**config.mk**
```make
export PLATFORM = sky130hd
export DESIGN_NAME = ibr128_arbiter
export DESIGN_NICKNAME = d
export VERILOG_FILES = /design/src/rtl/ibr128_arbiter.sv
export SDC_FILE = /design/constraint.sdc
export NUM_CORES = 1
export LEC_CHECK = 0
export ABC_AREA = 1
export CAP_MARGIN = 15
export CORE_AREA = 2 2 444 446
export CTS_CLUSTER_SIZE = 24
export DETAILED_ROUTE_END_ITERATION = 10
export DIE_AREA = 0 0 446 448
export PLACE_DENSITY_LB_ADDON = 0.1
export SYNTH_ARGS = -nofsm -noshare
export SYNTH_HDL_FRONTEND = slang
export SYNTH_HIERARCHICAL = 1
export SYNTH_SLANG_ARGS = --single-unit
```
**constraint.sdc**
```tcl
create_clock -name Clk -period 3.05 [get_ports Clk]
set_input_delay 0.61 -clock Clk [delete_from_list [all_inputs] [get_ports Clk]]
set_output_delay 0.61 -clock Clk [all_outputs]
set_load 0.02 [all_outputs]
```
**src/rtl/ibr128_arbiter.sv**
```systemverilog
// ibr128_arbiter: shares one IBR128 core between NREQ requesters.
//
// Grants round-robin per message. The grant stays with one requester from the
// first to the last block of its message, so the core's chaining state is
// never interleaved between requesters. The accepted operands are latched and
// the core is given a one-cycle start pulse. A watchdog bounds the wait for
// the result, and the result goes back to the owning requester over
// valid/ready.
//
// Ports:
//   Clk, RstN                    clock, async active-low reset
//   req_valid/ready/first/last   per-requester block handshake and framing
//   req_data/encrypt/som/ob/iv/key0/key1  per-requester operands (flat, lane i
//                                at [W*i +: W])
//   resp_valid/resp_ready        per-requester result handshake
//   resp_data                    result block (shared, qualified by resp_valid)
//   err                          one-cycle watchdog-abort pulse per requester
//   busy                         not idle, or a message lock is held
//   core_*                       operands / start / result of the IBR128 core

// Per-requester slice: decodes grant and response select for one lane, and
// packs that lane's operand fields into one vector for the capture mux.
module ibr128_arb_lane #(
  parameter int IDX = 0,
  parameter int IW  = 1,
  parameter int OPW = 292
) (
  input  logic          valid,
  input  logic          encrypt,
  input  logic [1:0]    som,
  input  logic          ob,
  input  logic [31:0]   iv,
  input  logic [63:0]   key0,
  input  logic [63:0]   key1,
  input  logic [127:0]  data,
  input  logic          grant_en,
  input  logic [IW-1:0] grant_idx,
  input  logic          resp_en,
  input  logic [IW-1:0] owner,
  output logic          ready,
  output logic          resp_valid,
  output logic [OPW-1:0] op
);
  assign ready      = grant_en & valid & (grant_idx == IW'(IDX));
  assign resp_valid = resp_en & (owner == IW'(IDX));
  // Field order matches op_t in the top level.
  assign op         = {encrypt, som, ob, iv, key0, key1, data};
endmodule

module ibr128_arbiter #(
  parameter int NREQ    = 2,
  parameter int TIMEOUT = 255
) (
  input  logic                Clk,
  input  logic                RstN,
  input  logic [NREQ-1:0]     req_valid,
  output logic [NREQ-1:0]     req_ready,
  input  logic [NREQ-1:0]     req_first,
  input  logic [NREQ-1:0]     req_last,
  input  logic [NREQ*128-1:0] req_data,
  input  logic [NREQ-1:0]     req_encrypt,
  input  logic [NREQ*2-1:0]   req_som,
  input  logic [NREQ-1:0]     req_ob,
  input  logic [NREQ*32-1:0]  req_iv,
  input  logic [NREQ*64-1:0]  req_key0,
  input  logic [NREQ*64-1:0]  req_key1,
  output logic [NREQ-1:0]     resp_valid,
  input  logic [NREQ-1:0]     resp_ready,
  output logic [127:0]        resp_data,
  output logic [NREQ-1:0]     err,
  output logic                busy,
  output logic                core_enable,
  output logic                core_sa,
  output logic                core_encrypt,
  output logic [1:0]          core_som,
  output logic                core_ob,
  output logic [31:0]         core_iv,
  output logic [63:0]         core_key0,
  output logic [63:0]         core_key1,
  output logic [127:0]        core_plaintext,
  input  logic [127:0]        core_ciphertext,
  input  logic                core_cipher_ready
);
  localparam int IW  = (NREQ > 1) ? $clog2(NREQ) : 1;
  localparam int WDW = 16;

  typedef struct packed {
    logic         encrypt;
    logic [1:0]   som;
    logic         ob;
    logic [31:0]  iv;
    logic [63:0]  key0;
    logic [63:0]  key1;
    logic [127:0] data;
  } op_t;

  localparam int OPW = $bits(op_t);

  typedef enum logic [1:0] {S_IDLE, S_ISSUE, S_WAIT, S_RESP} state_t;

  state_t          state_q, state_d;
  logic [IW-1:0]   owner_q, owner_d;
  logic [IW-1:0]   rr_ptr_q, rr_ptr_d;
  logic            lock_q, lock_d;
  logic            last_q, last_d;
  op_t             op_q, op_d;
  logic            en_q, en_d;
  logic            sa_q, sa_d;
  logic [WDW-1:0]  wd_q, wd_d;
  logic [127:0]    resp_data_q, resp_data_d;
  logic [NREQ-1:0] err_q, err_d;

  logic            cand_vld;
  logic [IW-1:0]   cand_idx;
  logic [NREQ-1:0][OPW-1:0] lane_op;

  function automatic logic [IW-1:0] next_idx(input logic [IW-1:0] i);
    return (int'(i) == NREQ - 1) ? '0 : i + 1'b1;
  endfunction

  // Candidate selection. While a message is locked only its owner may be
  // granted; otherwise scan upward from rr_ptr. The descending loop lets the
  // smallest offset from rr_ptr win. RstN gates the combinational ready so it
  // is low for the whole time reset is asserted.
  always_comb begin
    cand_vld = 1'b0;
    cand_idx = '0;
    if (state_q == S_IDLE && RstN) begin
      if (lock_q) begin
        cand_vld = req_valid[owner_q];
        cand_idx = owner_q;
      end else begin
        for (int k = NREQ - 1; k >= 0; k--) begin
          if (req_valid[(int'(rr_ptr_q) + k) % NREQ]) begin
            cand_vld = 1'b1;
            cand_idx = IW'((int'(rr_ptr_q) + k) % NREQ);
          end
        end
      end
    end
  end

  for (genvar g = 0; g < NREQ; g++) begin : g_lane
    ibr128_arb_lane #(.IDX(g), .IW(IW), .OPW(OPW)) u_lane (
      .valid      (req_valid[g]),
      .encrypt    (req_encrypt[g]),
      .som        (req_som[2*g +: 2]),
      .ob         (req_ob[g]),
      .iv         (req_iv[32*g +: 32]),
      .key0       (req_key0[64*g +: 64]),
      .key1       (req_key1[64*g +: 64]),
      .data       (req_data[128*g +: 128]),
      .grant_en   (cand_vld),
      .grant_idx  (cand_idx),
      .resp_en    (state_q == S_RESP),
      .owner      (owner_q),
      .ready      (req_ready[g]),
      .resp_valid (resp_valid[g]),
      .op         (lane_op[g])
    );
  end

  always_comb begin
    state_d     = state_q;
    owner_d     = owner_q;
    rr_ptr_d    = rr_ptr_q;
    lock_d      = lock_q;
    last_d      = last_q;
    op_d        = op_q;
    en_d        = 1'b0;
    sa_d        = 1'b0;
    wd_d        = wd_q;
    resp_data_d = resp_data_q;
    err_d       = '0;
    case (state_q)
      S_IDLE: begin
        if (cand_vld) begin
          owner_d = cand_idx;
          op_d    = lane_op[cand_idx];
          last_d  = req_last[cand_idx];
          // Start pulse and SA are registered so they appear exactly in ISSUE.
          en_d    = 1'b1;
          sa_d    = req_first[cand_idx];
          state_d = S_ISSUE;
        end
      end
      S_ISSUE: begin
        // Counting down to zero gives TIMEOUT WAIT cycles after the start cycle.
        wd_d    = WDW'(TIMEOUT - 1);
        state_d = S_WAIT;
      end
      S_WAIT: begin
        if (core_cipher_ready) begin
          // Checked before expiry, so a result on the last cycle still counts.
          resp_data_d = core_ciphertext;
          state_d     = S_RESP;
        end else if (wd_q == '0) begin
          err_d[owner_q] = 1'b1;
          lock_d         = 1'b0;
          rr_ptr_d       = next_idx(owner_q);
          state_d        = S_IDLE;
        end else begin
          wd_d = wd_q - 1'b1;
        end
      end
      S_RESP: begin
        if (resp_ready[owner_q]) begin
          if (last_q) begin
            lock_d   = 1'b0;
            rr_ptr_d = next_idx(owner_q);
          end else begin
            lock_d = 1'b1;
          end
          state_d = S_IDLE;
        end
      end
      default: state_d = S_IDLE;
    endcase
  end

  always_ff @(posedge Clk or negedge RstN) begin
    if (!RstN) begin
      state_q     <= S_IDLE;
      owner_q     <= '0;
      rr_ptr_q    <= '0;
      lock_q      <= 1'b0;
      last_q      <= 1'b0;
      op_q        <= '0;
      en_q        <= 1'b0;
      sa_q        <= 1'b0;
      wd_q        <= '0;
      resp_data_q <= '0;
      err_q       <= '0;
    end else begin
      state_q     <= state_d;
      owner_q     <= owner_d;
      rr_ptr_q    <= rr_ptr_d;
      lock_q      <= lock_d;
      last_q      <= last_d;
      op_q        <= op_d;
      en_q        <= en_d;
      sa_q        <= sa_d;
      wd_q        <= wd_d;
      resp_data_q <= resp_data_d;
      err_q       <= err_d;
    end
  end

  assign resp_data      = resp_data_q;
  assign err            = err_q;
  assign busy           = (state_q != S_IDLE) | lock_q;
  assign core_enable    = en_q;
  assign core_sa        = sa_q;
  assign core_encrypt   = op_q.encrypt;
  assign core_som       = op_q.som;
  assign core_ob        = op_q.ob;
  assign core_iv        = op_q.iv;
  assign core_key0      = op_q.key0;
  assign core_key1      = op_q.key1;
  assign core_plaintext = op_q.data;

endmodule

```
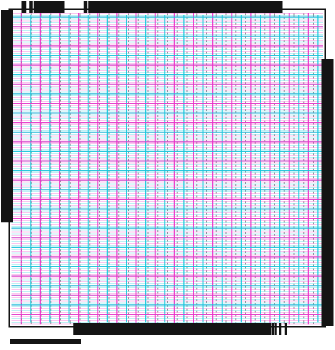
(supply network)
Scale bar: 100 µm. Pins as bars on the die edge. Tap cells in gray.
| color | net |
|---|---|
| magenta | VSS |
| cyan | VDD |
met4 straps: 32
tap cells: 2,542

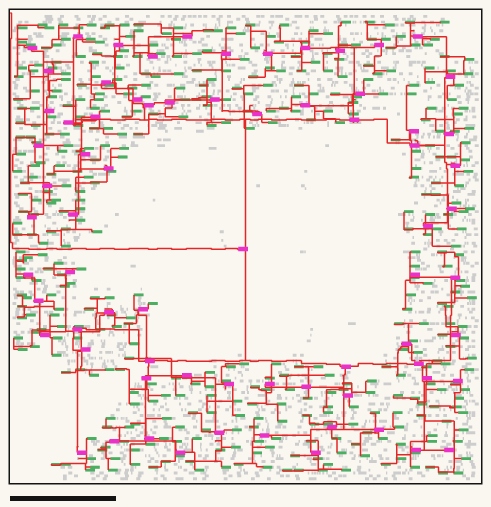
(clock network drawn from the DEF)
Scale bar: 100 µm.
[red] clock wires | length: 11,000 µm
[magenta] clock drivers | count: 72
[green] flip-flops | count: 446
flops lie: spread over the die

==> notes.org <==
* Implementation run

** Power
- The share of total power dissipated in sequential elements is 0.281.
- Switch share :: 0.4102

** Setup path
- Required time at the endpoint of the critical path :: between 2 and 2.5 ns
- For reference, the critical path cell chain is nand2_1 > inv_1 > inv_1 > nor2_1 > clkdlybuf4s50_1.

** STA
- Final Hold Viols :: 0
- Final Hold Slack :: 0.4581 ns
- The slew check shows that the tightest pin keeps a relative margin of 0.3893.
- Setup repair after global routing missed its margin :: no

** Layout
- Post-route standard cell area excluding fillers :: 36,690 µm²
- Compared with the post-synthesis result, the final layout area differs by 54.29%.

** Hold path
- In this run the most critical hold path is launched from req_key0[123].

** Drt
- Met3 routed WL :: 11,170 µm
- The detailed router placed 19,930 vias in this run.
- Tally of nets with antenna violations remaining after routing :: 0

** Global route
- For met3 alone, demand over resource in global routing was 0.05194.

** Clocking
- Number of hold buffers added after cts :: 1
- Clk latency late pin :: around 0.7 ns

** Placed design
- Last weighted congestion value of the routability-driven placer :: between 0.7 and 0.8

** Logic synthesis
- Number of warnings issued by yosys :: 6
- Top_reg_cell synth :: sky130_fd_sc_hd__dfrtp_1

** Run status
- The flow ran to the end, and the final reports show no timing, DRC or antenna violations.
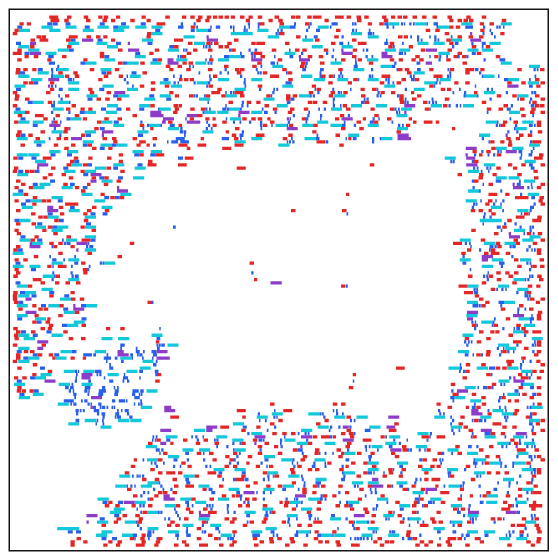
(placement by cell class)
| color | class | cells | share of their area |
|---|---|---|---|
| cyan | sequential cells | 446 | 33% |
| blue | combinational and other logic | 1,497 | 22% |
| red | remaining buffers and delay cells | 1,224 | 37% |
| purple | clock drivers and dummy loads | 129 | 7.1% |

==> final timing paths <==
check,to,slack (ns),cells after the start
setup reg to reg,core_plaintext[27],0.88,9
setup / recovery,resp_valid[0],0.19,5
hold reg to reg,wd_q[0],0.48,1
max in group asynchronous,core_key1[61],0.83,4
hold / removal,core_key0[59],0.46,3
min in group asynchronous,resp_data[71],0.63,3
==> final cells by class <==
cell class	instances	area, µm²
diodes	27	67.56
clock buffers	111	2108
clock inverters	18	261.5
fillers	21720	157900
inverters	37	161.4
multi-input cells	1460	7356
flip-flops and latches	446	11160
well taps	2542	3181
repair buffers	1224	12400
==> cell usage in the layout (no fill, tap or decap), types with 19 or more instances in the layout <==
master / synthesis / layout
sky130_fd_sc_hd__clkdlybuf4s50_1: 0 / 1148
sky130_fd_sc_hd__a21oi_1: 587 / 587
sky130_fd_sc_hd__dfrtp_1: 446 / 445
sky130_fd_sc_hd__nand2_1: 355 / 354
sky130_fd_sc_hd__nor2_1: 327 / 327
sky130_fd_sc_hd__mux2_2: 128 / 128
sky130_fd_sc_hd__clkbuf_16: 0 / 72
sky130_fd_sc_hd__buf_4: 590 / 48
sky130_fd_sc_hd__inv_1: 33 / 32
sky130_fd_sc_hd__diode_2: 0 / 27
sky130_fd_sc_hd__buf_12: 0 / 26
sky130_fd_sc_hd__clkbuf_1: 10 / 23
sky130_fd_sc_hd__nand3_1: 19 / 19
==> power by group through the flow <==
stage               logic, mW  registers, mW  clock network (mW)
floorplan                5.39           13.8                   0
global placement         18.8           10.5                   0
detailed placement       18.6           10.6                   0
CTS                      18.7           10.5                8.98
global route             19.5           10.9                9.19
finish                   18.2           10.5                8.53
Power and IR drop assume default switching activity.
